Fig. 1: clock wiring as the flow saved it
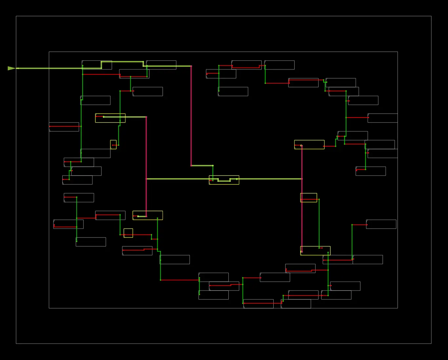
Fig. 2: M3 wires
Cells faint in the background.
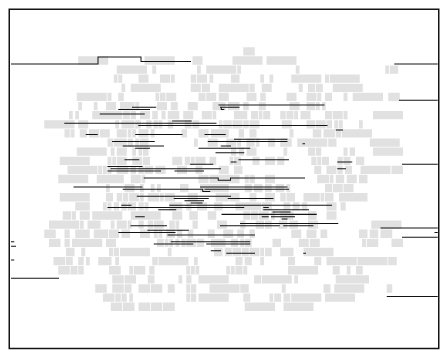
Design pwm_gate_gen_flat, sky130hd; sources not shown.
==> run summary <==
Results of the implementation run.

The timing report attributes the biggest portion of critical-path delay to simple AND/OR/NAND/NOR gates. The run finished with clean final reports. STA classifies the critical path startpoint as a register.

The number of antenna violations at the first check in global routing is 0. Per report_power, the Clock row totals 264 uW. The share of flip-flops with an asynchronous set or reset came out at 100.0%.

The wire-length estimate of the detail-placed layout is between 9000 and 10,000 um. The DRC marker count from the first detailed-route iteration is 319. The sequential cell area share came out at 26.05%.

In this run the clock root is driven by a sky130_fd_sc_hd__clkbuf_16. Per the OpenROAD floorplan log, the height of the die is approximately 100 um. The number of unique standard cell types used by synthesis is around 62. The critical path start-end classification is register to register. The portion of total power attributed to the clock network came out at 41.5%. The power share of the combinational group came out at between 10 and 15%. The number of failing hold endpoints at the final stage came out at 0. The number of cells produced by synthesis came out at 418. The tally of max-capacitance violations is 0. The setup TNS after final layout came out at 0 ns.

Per the GRT congestion report, total overflow comes to 0. The initialized floorplan defines 29 standard-cell rows. Per the detail_route report, routed wire per instance is just over 20 um.

The post-route worst hold slack came out at 0.5991 ns. Per the layout report, the design carries 6 clock buffers. Of all the cell area in the finished design, the clock network holds approximately 3.8%.

The number of detailed-route iterations in the first pass is 5. The net count reported at finish is roughly 480. The pin count of the biggest net entering global routing is 23.

The placeable core region is around 8500 um2. The top achievable clock speed is between 0.2 and 0.25 GHz. The flip-flop and latch count after synthesis is around 42. For this design, the slowest cell found on the critical path is sky130_fd_sc_hd__or4_1. Setup repair after global routing left no endpoint under its margin.

Per the gpl log, the routability congestion estimate is 0.9856. The depth of the CTS H-tree is 2. The number of warnings reported in the yosys synthesis log is 0. The number of well taps came out at ~110.
-- Fig. 1 (at the start) --
Layout Skew: 0.003262 ns
cts bufs inserted: 5

-- Fig. 2 (at the start) --
nets with wire on the layer	63
main direction	horizontal
wire length on this layer	1,090 um
share of all routed wire	9.6%
vias after detailed routing: 3,370
global routing met3 resource utilization: 5.783%
wire length after detailed routing: 11,330 um

## cell families (layout without fill, tap and decap cells)
logic type / count (synthesis) / after routing / synth area share [%]
AND/OR/NAND/NOR: 201 / 201 / 32.18
flip-flops: 42 / 42 / 30.24
AND-OR/OR-AND: 78 / 78 / 16.20
multiplexers: 3 / 3 / 0.8999
other: 1 / 1 / 0.1079
buffers and inverters: 36 / 70 / 4.535
XOR/XNOR: 55 / 55 / 15.12
adder cells (fa/ha/maj): 2 / 2 / 0.7198
## cells in the mapped netlist, types with 3 or more instances
master                      instances
sky130_fd_sc_hd__buf_1              3
sky130_fd_sc_hd__nand3_1           15
sky130_fd_sc_hd__nor4_1            15
sky130_fd_sc_hd__clkbuf_1          20
sky130_fd_sc_hd__nor3_1            18
sky130_fd_sc_hd__nor3b_1            5
sky130_fd_sc_hd__dfrtp_1           42
sky130_fd_sc_hd__nor2_1            43
sky130_fd_sc_hd__nand2_1           34
sky130_fd_sc_hd__nand2b_1           5
sky130_fd_sc_hd__o211ai_1           5
sky130_fd_sc_hd__o2111a_1           4
sky130_fd_sc_hd__nor2b_1            4
sky130_fd_sc_hd__o31ai_1            4
sky130_fd_sc_hd__a31oi_1            6
sky130_fd_sc_hd__o21ai_0           16
sky130_fd_sc_hd__a21oi_1           11
sky130_fd_sc_hd__xnor2_1           28
sky130_fd_sc_hd__and4_1             3
sky130_fd_sc_hd__nand4_1            9
sky130_fd_sc_hd__inv_1              9
sky130_fd_sc_hd__or4_1             10
sky130_fd_sc_hd__nand3b_1           3
sky130_fd_sc_hd__o21bai_1           3
sky130_fd_sc_hd__xor2_1            24
sky130_fd_sc_hd__and2_1            14
sky130_fd_sc_hd__or3_1              6
sky130_fd_sc_hd__o2111ai_1          6
sky130_fd_sc_hd__o21a_1             5
Power is estimated from default activity; no workload was simulated.
